==> src/rtl/loop_filter_ctrl.sv <==
// loop_filter_ctrl: bang-bang PD acquisition/lock sequencer feeding loop filter up/dn; define LF_CTRL_DBG_EN for win_net/win_done debug ports
module loop_filter_ctrl #(
  parameter int WIN_LOG2    = 4,
  parameter int BAL_THR     = 2,
  parameter int ACQ_WINS    = 4,
  parameter int LOCK_WINS   = 8,
  parameter int UNLOCK_WINS = 3
) (
  input  logic       clk,
  input  logic       rst,
  input  logic       en,
  input  logic       pd_up,
  input  logic       pd_dn,
  output logic       lf_up,
  output logic       lf_dn,
  output logic       locked,
  output logic [1:0] state
`ifdef LF_CTRL_DBG_EN
  ,
  output logic signed [WIN_LOG2+1:0] win_net,
  output logic                       win_done
`endif
);
  localparam int AW = WIN_LOG2 + 2;
  localparam int CW = $clog2(ACQ_WINS + LOCK_WINS + UNLOCK_WINS + 1);
  localparam logic signed [AW-1:0] THR = AW'(BAL_THR);
  typedef enum logic [1:0] {IDLE, ACQ, TRACK, LOCKED} st_t;
  st_t st, nxt;
  logic [WIN_LOG2-1:0] win_cnt;
  logic signed [AW-1:0] acc, samp, net;
  logic [CW-1:0] bal_cnt, unl_cnt;
  logic last, bal, clr, up_d, dn_d;
  assign samp = {{(AW-1){pd_dn & ~pd_up}}, pd_up ^ pd_dn};
  assign net = acc + samp;
  assign last = &win_cnt;
  assign bal = (net <= THR) && (net >= -THR);
  assign clr = (nxt != st) || (nxt == IDLE);
  assign locked = st == LOCKED;
  assign state = st;
  // next state and next lf command; pass-through only while staying in ACQ
  always_comb begin
    nxt = st;
    up_d = 1'b0;
    dn_d = 1'b0;
    if (!en) nxt = IDLE;
    else if (st == IDLE) nxt = ACQ;
    else if (last && st == ACQ && bal && bal_cnt == CW'(ACQ_WINS - 1)) nxt = TRACK;
    else if (last && st == TRACK && bal && bal_cnt == CW'(LOCK_WINS - 1)) nxt = LOCKED;
    else if (last && st == LOCKED && !bal && unl_cnt == CW'(UNLOCK_WINS - 1)) nxt = ACQ;
    if (en && st == ACQ && nxt == ACQ) begin
      up_d = pd_up & ~pd_dn;
      dn_d = pd_dn & ~pd_up;
    end else if (en && (st == TRACK || st == LOCKED) && last) begin
      up_d = net > THR;
      dn_d = net < -THR;
    end
  end
  // state register
  always_ff @(posedge clk or posedge rst)
    if (rst) st <= IDLE;
    else st <= nxt;
  // window accumulation, consecutive-window counters and registered commands
  always_ff @(posedge clk or posedge rst) begin
    if (rst) begin
      lf_up <= 1'b0;
      lf_dn <= 1'b0;
      win_cnt <= '0;
      acc <= '0;
      bal_cnt <= '0;
      unl_cnt <= '0;
    end else begin
      lf_up <= up_d;
      lf_dn <= dn_d;
      if (clr) begin
        win_cnt <= '0;
        acc <= '0;
        bal_cnt <= '0;
        unl_cnt <= '0;
      end else if (last) begin
        win_cnt <= '0;
        acc <= '0;
        bal_cnt <= bal ? bal_cnt + 1'b1 : '0;
        unl_cnt <= bal ? '0 : unl_cnt + 1'b1;
      end else begin
        win_cnt <= win_cnt + 1'b1;
        acc <= net;
      end
    end
  end
`ifdef LF_CTRL_DBG_EN
  // capture net of each completed window and flag it for one cycle
  always_ff @(posedge clk or posedge rst) begin
    if (rst) begin
      win_net <= '0;
      win_done <= 1'b0;
    end else begin
      win_done <= en && st != IDLE && last;
      if (en && st != IDLE && last) win_net <= net;
    end
  end
`endif
endmodule

==> config.mk <==
export PLATFORM = sky130hd
export DESIGN_NAME = loop_filter_ctrl
export DESIGN_NICKNAME = d
export VERILOG_FILES = /design/src/rtl/loop_filter_ctrl.sv
export SDC_FILE = /design/constraint.sdc
export NUM_CORES = 1
export LEC_CHECK = 0
export CELL_PAD_IN_SITES_DETAIL_PLACEMENT = 1
export CELL_PAD_IN_SITES_GLOBAL_PLACEMENT = 2
export CORE_MARGIN = 1
export CORE_UTILIZATION = 36
export CTS_CLUSTER_SIZE = 40
export DETAILED_ROUTE_END_ITERATION = 7
export PLACE_DENSITY = 0.77
export SLEW_MARGIN = 30
export SYNTH_ARGS = -nofsm -noshare
export SYNTH_HDL_FRONTEND = slang
export SYNTH_SLANG_ARGS = --single-unit
export TNS_END_PERCENT = 50
==> constraint.sdc <==
create_clock -name clk -period 3.2 [get_ports clk]
set_input_delay 0.64 -clock clk [delete_from_list [all_inputs] [get_ports clk]]
set_output_delay 0.64 -clock clk [all_outputs]
set_load 0.1 [all_outputs]
Fig. 1: placement by cell class
The bar under the picture is 20 um long. Fill, decap, tap and diode cells in gray.
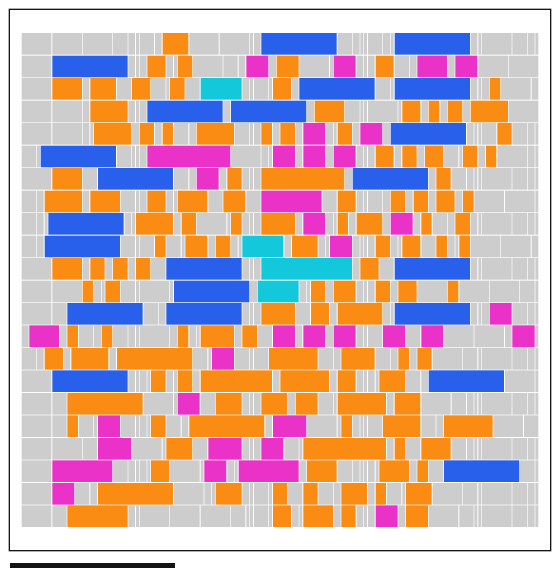
[magenta] remaining buffers and delay cells | cells: 35 | share of their area: 17%
[orange] remaining logic cells | cells: 125 | share of their area: 52%
[blue] registers | cells: 22 | share of their area: 28%
[cyan] clock drivers and dummy loads | cells: 4 | share of their area: 3.6%
flop share of the area: 26.9%
fin util: 54.7%
Layout Cell Area excl Fill: 2050 um2
row count: 22
core area: 3740 um2

Fig. 2: routed metal, one color a layer
The bar under the picture is 20 um long. Only two layers are drawn.
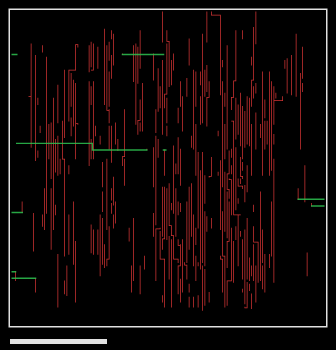
[red] M2 | wire length: 2000 um
[green] M3 | wire length: 53.3 um
WL final: 4.06 mm
Tot GR Track Use: 21.7%
Vias: 1260
drt wl/cell: 17.3 um

==> flow_metrics.py <==
# Synthesis and PnR figures
metrics = {
    "critical_path": {
        "crit_family": "simple AND/OR/NAND/NOR gates",
        "worst-path-stages": 14,
        "required_ps": 3340,
        "worstSetupStartpointType": "input port",
        "ff2ff_path_depth": 9,
    },
    "layout": {
        "largestClassByArea": "multi-input combinational cells",
        "areaGrowthSynthToFinish_pct": 41.9,
        "comb_cells": 115,
        "buf_share_pct": 16.4,
        "clock_area_share_pct": 3.48,
    },
    "sta": {
        "setup_viol_count_final": 13,
        "finalHoldViolations": 0,
        "fin_ws_ps": -64.7,
    },
    "place": {
        "place_congestion": 0.792,
    },
    "yosys": {
        "ys_area_um2": 1440,
        "syn_area_um2": 1440,
        "top_logic_kind": "simple AND/OR/NAND/NOR gates",
        "syn_avg_cell_area_um2": 9.13,
        "ys_sh_xor_pct": 4.86,
    },
    "outcome": {
        "violations": "negative setup slack",
        "status": "finished with violations",
    },
    "floorplan": {
        "die_h_um": 65.3,
        "die-area_um2": 4260,
    },
    "grt": {
        "top_usage_layer": "met2",
        "grt_pass1_vias": 1394,
        "antenna_found_initial": 0,
    },
    "routing": {
        "drtIter0Drc": 71,
    },
    "power_and_ir_drop": {
        "switching_share_pct": 26.6,
    },
}
==> power groups by stage <==
stage                     Clock [mW]  Combinational [mW]  Sequential (mW)
after global placement             0               0.142            0.297
after floorplan                    0              0.0808            0.303
final                          0.259               0.186            0.293
after global routing           0.276               0.200            0.294
after CTS                      0.264               0.172            0.293
after detailed placement           0               0.146            0.298
==> registers in the layout, indices dropped and copies added, names as in the netlist <==
| register | flops |
|---|---|
| acc | 6 |
| bal_cnt | 4 |
| lf_dn | 1 |
| lf_up | 1 |
| state | 2 |
| unl_cnt | 4 |
| win_cnt | 4 |
==> layout by cell type (no fill, tap or decap), drive strengths merged, types with 2 or more instances in the layout <==
master and count:
nor3 8, xor2 4, clkbuf 3, ha 9, nand3b 2, nand4b 2
nor4b 3, o21ai 6, nor2 6, and3 7, o22ai 2, dfrtp 22
clkdlybuf4s50 2, nand2 11, a21oi 9, buf 33, nand4 4, xnor2 4
nor4 2, nand3 15, inv 10
==> worst min-delay path by stage <==
| stage | end | startpoint | slack, ps |
|---|---|---|---|
| final | win_cnt[0] | win_cnt[0] | 480 |
| after CTS | win_cnt[0] | win_cnt[0] | 480 |
| after detailed placement | win_cnt[0] | win_cnt[0] | 470 |
| after global placement | win_cnt[0] | win_cnt[0] | 450 |
| after global routing | win_cnt[0] | win_cnt[0] | 490 |
| after floorplan | win_cnt[0] | win_cnt[0] | 440 |
==> timing repair <==
| item | 4_1_cts | 5_1_grt |
|---|---|---|
| setup endpoints to repair | 22 | 18 |
| gates resized | 21 | 11 |
| hold buffers | 0 | 0 |
| setup buffers | 7 | 1 |
| cloned | 1 | 0 |
| pin swaps | 12 | 7 |
No activity file was given, so power comes from the tool's default toggle rates.
